### Cell outlines without signal wires, run 1

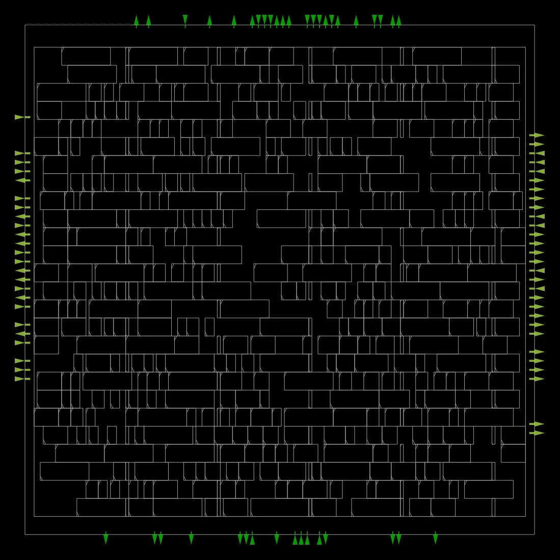
### Cells by drive strength, run 1

Drawn at 4 px/µm.
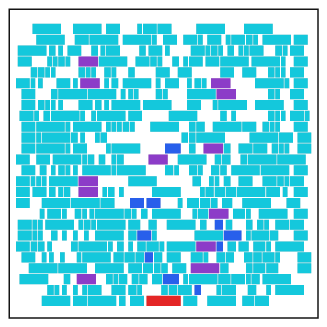
### Placement density heat map, run 1

Drawn at 4 px/µm. The die is cut into 8 by 8 equal tiles; dark blue is low, red is high, 0 to 100% covered.
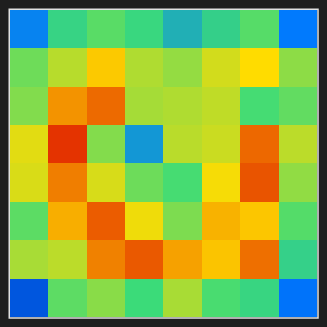
<file path="src/rtl/lc3_defs_pkg.sv">
// Shared LC-3 fetch definitions: FSM state encodings, PC source selects, counter width.
package lc3_defs;

    typedef enum logic [2:0] {
        IDLE    = 3'd0,
        FETCH1  = 3'd1,
        FETCH2  = 3'd2,
        FETCH3  = 3'd3,
        DELIVER = 3'd4
    } fetch_state_t;

    localparam logic [1:0] PC_MUX_INC = 2'b00;
    localparam logic [1:0] PC_MUX_BUS = 2'b01;
    localparam logic [1:0] PC_MUX_JMP = 2'b10;

    localparam int unsigned FETCH_CNT_W = 16;

    // True for the three PC source selects the PC register understands.
    function automatic logic pc_mux_legal(input logic [1:0] sel);
        return (sel == PC_MUX_INC) || (sel == PC_MUX_BUS) || (sel == PC_MUX_JMP);
    endfunction

endpackage

</file>
<file path="src/rtl/lc3_wdog_counter.sv">
// Wait-cycle watchdog: clears on i_clr, counts enabled cycles, flags the TERM-th one.
module lc3_wdog_counter
#(
    parameter int unsigned TERM = 255
) (
    input  logic clk,
    input  logic rst,
    input  logic i_clr,
    input  logic i_en,
    output logic o_tc_c
);

    localparam int unsigned CNT_W = (TERM > 1) ? $clog2(TERM) : 1;

    logic [CNT_W-1:0] r_cnt;

    // Terminal count fires on the enabled cycle that would be the TERM-th.
    assign o_tc_c = i_en && (r_cnt == CNT_W'(TERM - 1));

    always_ff @(posedge clk) begin
        if (rst || i_clr) begin
            r_cnt <= '0;
        end else if (i_en && !o_tc_c) begin
            r_cnt <= r_cnt + CNT_W'(1);
        end
    end

endmodule

</file>
<file path="src/rtl/lc3_fetch_unit.sv">
// LC-3 instruction fetch sequencer: PC -> MAR, M[MAR] -> MDR -> IR, IR handed to decode.
// Optional FETCH2 timeout with sticky fault is enabled by defining LC3_FETCH_TIMEOUT_EN.
module lc3_fetch_unit
    import lc3_defs::*;
#(
    parameter int unsigned ADDR_W      = 16,
    parameter int unsigned DATA_W      = 16,
    parameter int unsigned TIMEOUT_CYC = 255
) (
    input  logic              clk,
    input  logic              rst,
    input  logic              i_run,
    input  logic [ADDR_W-1:0] i_pc,
    input  logic              i_redirect,
    output logic              o_ld_pc,
    output logic [1:0]        o_pc_mux,
    output logic [ADDR_W-1:0] o_mem_addr,
    output logic              o_mem_en,
    input  logic [DATA_W-1:0] i_mem_rdata,
    input  logic              i_mem_ready,
    output logic [DATA_W-1:0] o_ir,
    output logic              o_ir_valid,
    input  logic              i_ir_ready,
    output logic [15:0]       o_fetch_cnt,
    output logic              o_fetch_fault
);

    if (TIMEOUT_CYC == 0) begin : g_bad_timeout
        $error("lc3_fetch_unit: TIMEOUT_CYC must be at least 1");
    end

    fetch_state_t           r_state;
    logic [ADDR_W-1:0]      r_mar;
    logic [DATA_W-1:0]      r_mdr;
    logic [DATA_W-1:0]      r_ir;
    logic [FETCH_CNT_W-1:0] r_fetch_cnt;
    logic                   r_ld_pc;
    logic                   r_mem_en;
    logic                   r_ir_valid;

    logic w_flush;
    logic w_timeout;
    logic w_fault_block;

    assign w_flush = i_redirect && (r_state != IDLE);

`ifdef LC3_FETCH_TIMEOUT_EN
    logic w_wd_clr;
    logic w_wd_en;
    logic r_fault;

    assign w_wd_clr = (r_state == FETCH1);
    assign w_wd_en  = (r_state == FETCH2) && !i_mem_ready && !i_redirect;

    lc3_wdog_counter #(
        .TERM (TIMEOUT_CYC)
    ) u_wdog (
        .clk    (clk),
        .rst    (rst),
        .i_clr  (w_wd_clr),
        .i_en   (w_wd_en),
        .o_tc_c (w_timeout)
    );

    // Sticky until reset; holds the FSM in IDLE.
    always_ff @(posedge clk) begin
        if (rst) begin
            r_fault <= 1'b0;
        end else if (w_timeout) begin
            r_fault <= 1'b1;
        end
    end

    assign w_fault_block = r_fault;
    assign o_fetch_fault = r_fault;
`else
    assign w_timeout     = 1'b0;
    assign w_fault_block = 1'b0;
    assign o_fetch_fault = 1'b0;
`endif

    // Single-process FSM; flags are set on entry to the state that owns them.
    always_ff @(posedge clk) begin
        if (rst) begin
            r_state     <= IDLE;
            r_mar       <= '0;
            r_mdr       <= '0;
            r_ir        <= '0;
            r_fetch_cnt <= '0;
            r_ld_pc     <= 1'b0;
            r_mem_en    <= 1'b0;
            r_ir_valid  <= 1'b0;
        end else if (w_flush) begin
            r_state    <= FETCH1;
            r_ld_pc    <= 1'b1;
            r_mem_en   <= 1'b0;
            r_ir_valid <= 1'b0;
        end else begin
            unique case (r_state)
                IDLE: begin
                    if (i_run && !w_fault_block) begin
                        r_state <= FETCH1;
                        r_ld_pc <= 1'b1;
                    end
                end
                FETCH1: begin
                    r_mar    <= i_pc;
                    r_ld_pc  <= 1'b0;
                    r_mem_en <= 1'b1;
                    r_state  <= FETCH2;
                end
                FETCH2: begin
                    if (i_mem_ready) begin
                        r_mdr    <= i_mem_rdata;
                        r_mem_en <= 1'b0;
                        r_state  <= FETCH3;
                    end else if (w_timeout) begin
                        r_mem_en <= 1'b0;
                        r_state  <= IDLE;
                    end
                end
                FETCH3: begin
                    r_ir       <= r_mdr;
                    r_ir_valid <= 1'b1;
                    r_state    <= DELIVER;
                end
                DELIVER: begin
                    if (i_ir_ready) begin
                        r_fetch_cnt <= r_fetch_cnt + FETCH_CNT_W'(1);
                        r_ir_valid  <= 1'b0;
                        if (i_run) begin
                            r_state <= FETCH1;
                            r_ld_pc <= 1'b1;
                        end else begin
                            r_state <= IDLE;
                        end
                    end
                end
                default: begin
                    r_state    <= IDLE;
                    r_ld_pc    <= 1'b0;
                    r_mem_en   <= 1'b0;
                    r_ir_valid <= 1'b0;
                end
            endcase
        end
    end

    // A redirect owns the PC this cycle, so the increment request and the delivery are masked.
    assign o_ld_pc     = r_ld_pc && !w_flush;
    assign o_ir_valid  = r_ir_valid && !w_flush;
    assign o_pc_mux    = PC_MUX_INC;
    assign o_mem_addr  = r_mar;
    assign o_mem_en    = r_mem_en;
    assign o_ir        = r_ir;
    assign o_fetch_cnt = r_fetch_cnt;

endmodule

</file>
<file path="config.mk">
export PLATFORM = sky130hd
export DESIGN_NAME = lc3_fetch_unit
export DESIGN_NICKNAME = d
export VERILOG_FILES = /design/src/rtl/lc3_defs_pkg.sv /design/src/rtl/lc3_wdog_counter.sv /design/src/rtl/lc3_fetch_unit.sv
export SDC_FILE = /design/constraint.sdc
export NUM_CORES = 1
export LEC_CHECK = 0
export CAP_MARGIN = 20
export CORE_UTILIZATION = 49
export CTS_CLUSTER_SIZE = 28
export DETAILED_ROUTE_END_ITERATION = 8
export HOLD_SLACK_MARGIN = 0.06
export PLACE_DENSITY = 0.85
export SYNTH_ARGS = -nofsm -noshare
export SYNTH_HDL_FRONTEND = slang
export SYNTH_SLANG_ARGS = --single-unit
</file>
<file path="constraint.sdc">
create_clock -name clk -period 4.35 [get_ports clk]
set_clock_uncertainty 0.1 [all_clocks]
set_input_delay 0.435 -clock clk [delete_from_list [all_inputs] [get_ports clk]]
set_output_delay 0.435 -clock clk [all_outputs]
set_load 0.02 [all_outputs]
</file>
==> results.txt, run 1 <==
flow finished, numbers: GR Overflow Total=0, EDFF count, synth=0, # setup viols final=0, CP peak stage delay=0.61 ns, power after layout=1.329 mW, min-delay worst type=flip-flop to flip-flop, hold path cells=2, hold path endpoint=o_ir[7]$_SDFFE_PP0P_, Startpoint Class=flip-flop, max-cap viol count=0, M3 GR Usage=4.762%, initial antenna violation count=0, number of H-tree levels=3, Starting Density=52.34%, vias=2,588, CP endpoint kind=output pin, xor+xnor area frac=2.875%, VDD IR max=0.0002797 V, io pins=92, Max-slew headroom=32.26%, GR peak layer=met2, Vert. Die Dim=76.80 µm, YS chip area=2741 µm², M2 GR Usage=40.27%, post-route non-filler standard cell count=494, TritonCTS clock tree=done, Placed Instances=478, slowest CP cell=clkdlybuf4s50_1, CP startpoint=r_state[0]$_SDFFE_PP0P_, Top pwr grp=sequential cells, Leak=1.297 nW, Synth logic family=simple AND/OR/NAND/NOR gates, WL met2=3.192 mm, run status=finished clean, reg2reg path depth=4, clock slew at reported path FFs=0.07 ns, Clock Path Buffers=2
Notes on 'Cell outlines without signal wires' above:
number of fill cells: 413
Tapcells: 70
core area: 5238 µm²

Notes on 'Cells by drive strength' above:
| colour | size | cells | most used |
|---|---|---|---|
| cyan | drive 1 or less | 401 | nand2_1 |
| blue | drive 2 | 10 | nor3_2 |
| red | drive 3 to 4 | 1 | nor4b_4 |
| purple | drive 6 and up | 12 | clkbuf_8 |
Non-clock buffers: 89
final setup margin: 1.464 ns
Area growth, synth to finish: 39.07%

Notes on 'Placement density heat map' above:
mean over tiles: 63%
tiles over 75% full: 25%
fullest tile: 94%

==> run 1: area by class of cell <==
cell class                      instances  area [µm²]  share of cell area [%]
Timing Repair Buffer                   89       895.9                   23.50
Multi-Input combinational cell        247        1249                   32.75
Tap cell                               70       87.58                   2.297
Clock buffer                           14       162.7                   4.266
Sequential cell                        70        1401                   36.76
Clock inverter                          1       5.005                  0.1313
Inverter                                3       11.26                  0.2954
==> run 1: cell usage after synthesis (4+ instances only) <==
| master | instances | share of area [%] |
|---|---|---|
| nand2b_1 | 4 | 0.91 |
| nor3_1 | 4 | 0.73 |
| nand4_1 | 6 | 1.4 |
| or3_1 | 6 | 1.4 |
| xor2_1 | 7 | 2.2 |
| buf_4 | 4 | 1.1 |
| clkbuf_1 | 18 | 2.5 |
| nand2_1 | 101 | 14 |
| o21ai_0 | 5 | 0.91 |
| nand3_1 | 6 | 1.1 |
| and2_1 | 4 | 0.91 |
| nor2_1 | 15 | 2.1 |
| dfxtp_1 | 70 | 51 |
| a21oi_1 | 60 | 11 |
==> run 1: per-stage QoR <==
step	setup WS (ns)	area (µm²)
after global routing	1.390	3812
after floorplan	2.301	2749
after detailed placement	1.599	3625
after CTS	1.496	3792
final	1.464	3812
after global placement	1.702	3625
==> run 1: registers in the layout, summed over array words and instances, names as in the netlist <==
register and cells:
r_ld_pc 1, r_state 3, r_ir_valid 1, o_mem_addr 16
r_mdr 16, o_ir 16, o_mem_en 1, o_fetch_cnt 16
==> run 1: kinds of logic after synthesis <==
| group | count (synthesis) |
|---|---|
| xor+xnor | 9 |
| buf+inv | 26 |
| simple gates | 160 |
| fa+ha+maj | 1 |
| mux | 1 |
| flops | 70 |
| compound gates | 73 |
| other cells | 1 |
==> run 2, diff against run 1 <==
--- a/config.mk
+++ b/config.mk
@@ -6,11 +6,11 @@
 export NUM_CORES = 1
 export LEC_CHECK = 0
 export CAP_MARGIN = 20
-export CORE_UTILIZATION = 49
+export CORE_UTILIZATION = 41
 export CTS_CLUSTER_SIZE = 28
 export DETAILED_ROUTE_END_ITERATION = 8
 export HOLD_SLACK_MARGIN = 0.06
-export PLACE_DENSITY = 0.85
+export PLACE_DENSITY = 0.76
 export SYNTH_ARGS = -nofsm -noshare
 export SYNTH_HDL_FRONTEND = slang
 export SYNTH_SLANG_ARGS = --single-unit
==> constraint.sdc (replaced) <==
create_clock -name clk -period 2.5 [get_ports clk]
set_clock_uncertainty 0.1 [all_clocks]
set_input_delay 0.25 -clock clk [delete_from_list [all_inputs] [get_ports clk]]
set_output_delay 0.25 -clock clk [all_outputs]
set_load 0.02 [all_outputs]
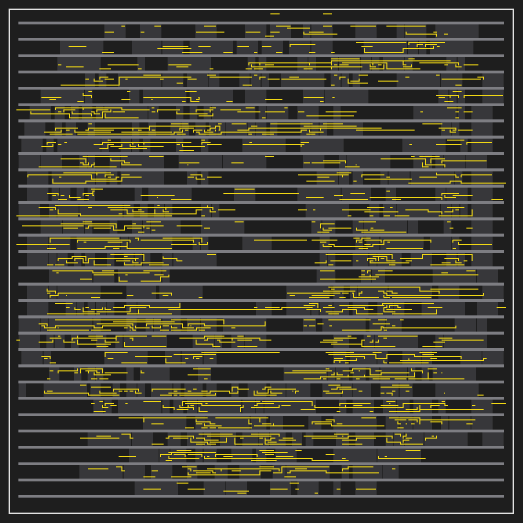
*Signal wires on met1, run 2*
Drawn at 6 px/µm. Supply wires on this layer in grey. Cells faint in the background.
nets with wire on the layer: 411
longest straight run: 22.1 µm
main direction: horizontal
wire length on this layer: 2,890 µm
vias: 2,579
total wire length: 6.468 mm
met1 Usage GRT: 22.27%

==> run 2 against run 1 <==
Sequential share of layout area fell by 0.58 points. Synthesized area did not move. Combinational power rose by 92%. Largest power group unchanged. Setup slack got worse by 1.4 ns. Sequential power rose by 72%. Hold slack got worse by 0.091 ns. Largest cell class unchanged. Critical path type unchanged. Final cell count rose by 3.0%. Critical path depth did not move.
==> results.txt, run 2 <==
flow finished, numbers: top-count cell post-synth=nand2_1, Clock Path Buffers=2, CP peak stage delay=0.59 ns, Starting Density=42.93%, YS chip area=2741 µm², top cells by count, synth=nand2_1 (101), dfxtp_1 (70), a21oi_1 (60), clkbuf_1 (18), nor2_1 (15), Synth area leader=dfxtp_1, max-cap viol count=0, Max-slew headroom=60.90%, slowest CP cell=clkdlybuf4s50_1, clock slew at reported path FFs=0.07 ns, # setup viols final=0, number of fill cells=568, core area=6386 µm², io pins=92, GR Overflow Total=0, number of H-tree levels=3, Vert. Die Dim=83.77 µm, final setup margin=0.09884 ns, initial antenna violation count=0, EDFF count, synth=0, Area growth, synth to finish=41.31%, WL met2=3.167 mm, VDD IR max=0.0003466 V, run status=finished clean, Top cell area share=51.12%, pre-CTS setup slack=0.3138 ns, top cells by area=dfxtp_1 (51%), nand2_1 (14%), a21oi_1 (11%), CP endpoint kind=output pin, Startpoint Class=flip-flop
## run 2: cells by family after synthesis
logic type,count (synthesis),share of synthesized area (%)
AOI/OAI and AO/OA,73,14.24
other,1,0.1368
muxes,1,0.4107
buffers and inverters,26,4.153
DFF,70,51.12
xor gates and xnor gates,9,2.876
and+or+nand+nor,160,26.61
adders and majority gates,1,0.4563
## run 2: stage by stage
step	area [µm²]	total power, mW	hold WS [ns]	std cells
2_1_floorplan	2749	1.405	0.2860	343
4_1_cts	3874	2.353	0.2533	509
3_3_place_gp	3706	1.558	0.3359	493
5_1_grt	3874	2.449	0.2694	509
6_report	3874	2.327	0.2601	509
3_5_place_dp	3706	1.565	0.3465	493
## run 2: routing by layer
layer | up-vias | GRT usage (%)
met3 | 9 | 4.847
li1 | 1311 | -
met2 | 81 | 33.63
met5 | - | 0
met1 | 1178 | 22.27
met4 | 0 | 9.399
## run 2: area by class of cell
type                            count  area (µm²)  share of cell area, %
Sequential cell                    70        1401                  36.18
Inverter                            3       11.26                 0.2907
Clock inverter                      4       22.52                 0.5814
Timing Repair Buffer               96       948.4                  24.48
Clock buffer                       12       145.1                  3.747
Tap cell                           77       96.34                  2.487
Multi-Input combinational cell    247        1249                  32.24
## run 2: final timing paths
| kind | start | end | cells after the start |
|---|---|---|---|
| setup / recovery | r_state[0]$_SDFFE_PP0P_ | o_ld_pc | 4 |
| hold / removal | rst | o_fetch_cnt[0]$_SDFFE_PP0P_ | 2 |
| setup reg to reg | r_state[2]$_SDFFE_PP0P_ | o_fetch_cnt[15]$_SDFFE_PP0P_ | 4 |
| hold reg to reg | r_mdr[2]$_SDFFE_PP0P_ | o_ir[2]$_SDFFE_PP0P_ | 2 |
No activity file was given, so power comes from the tool's default toggle rates.
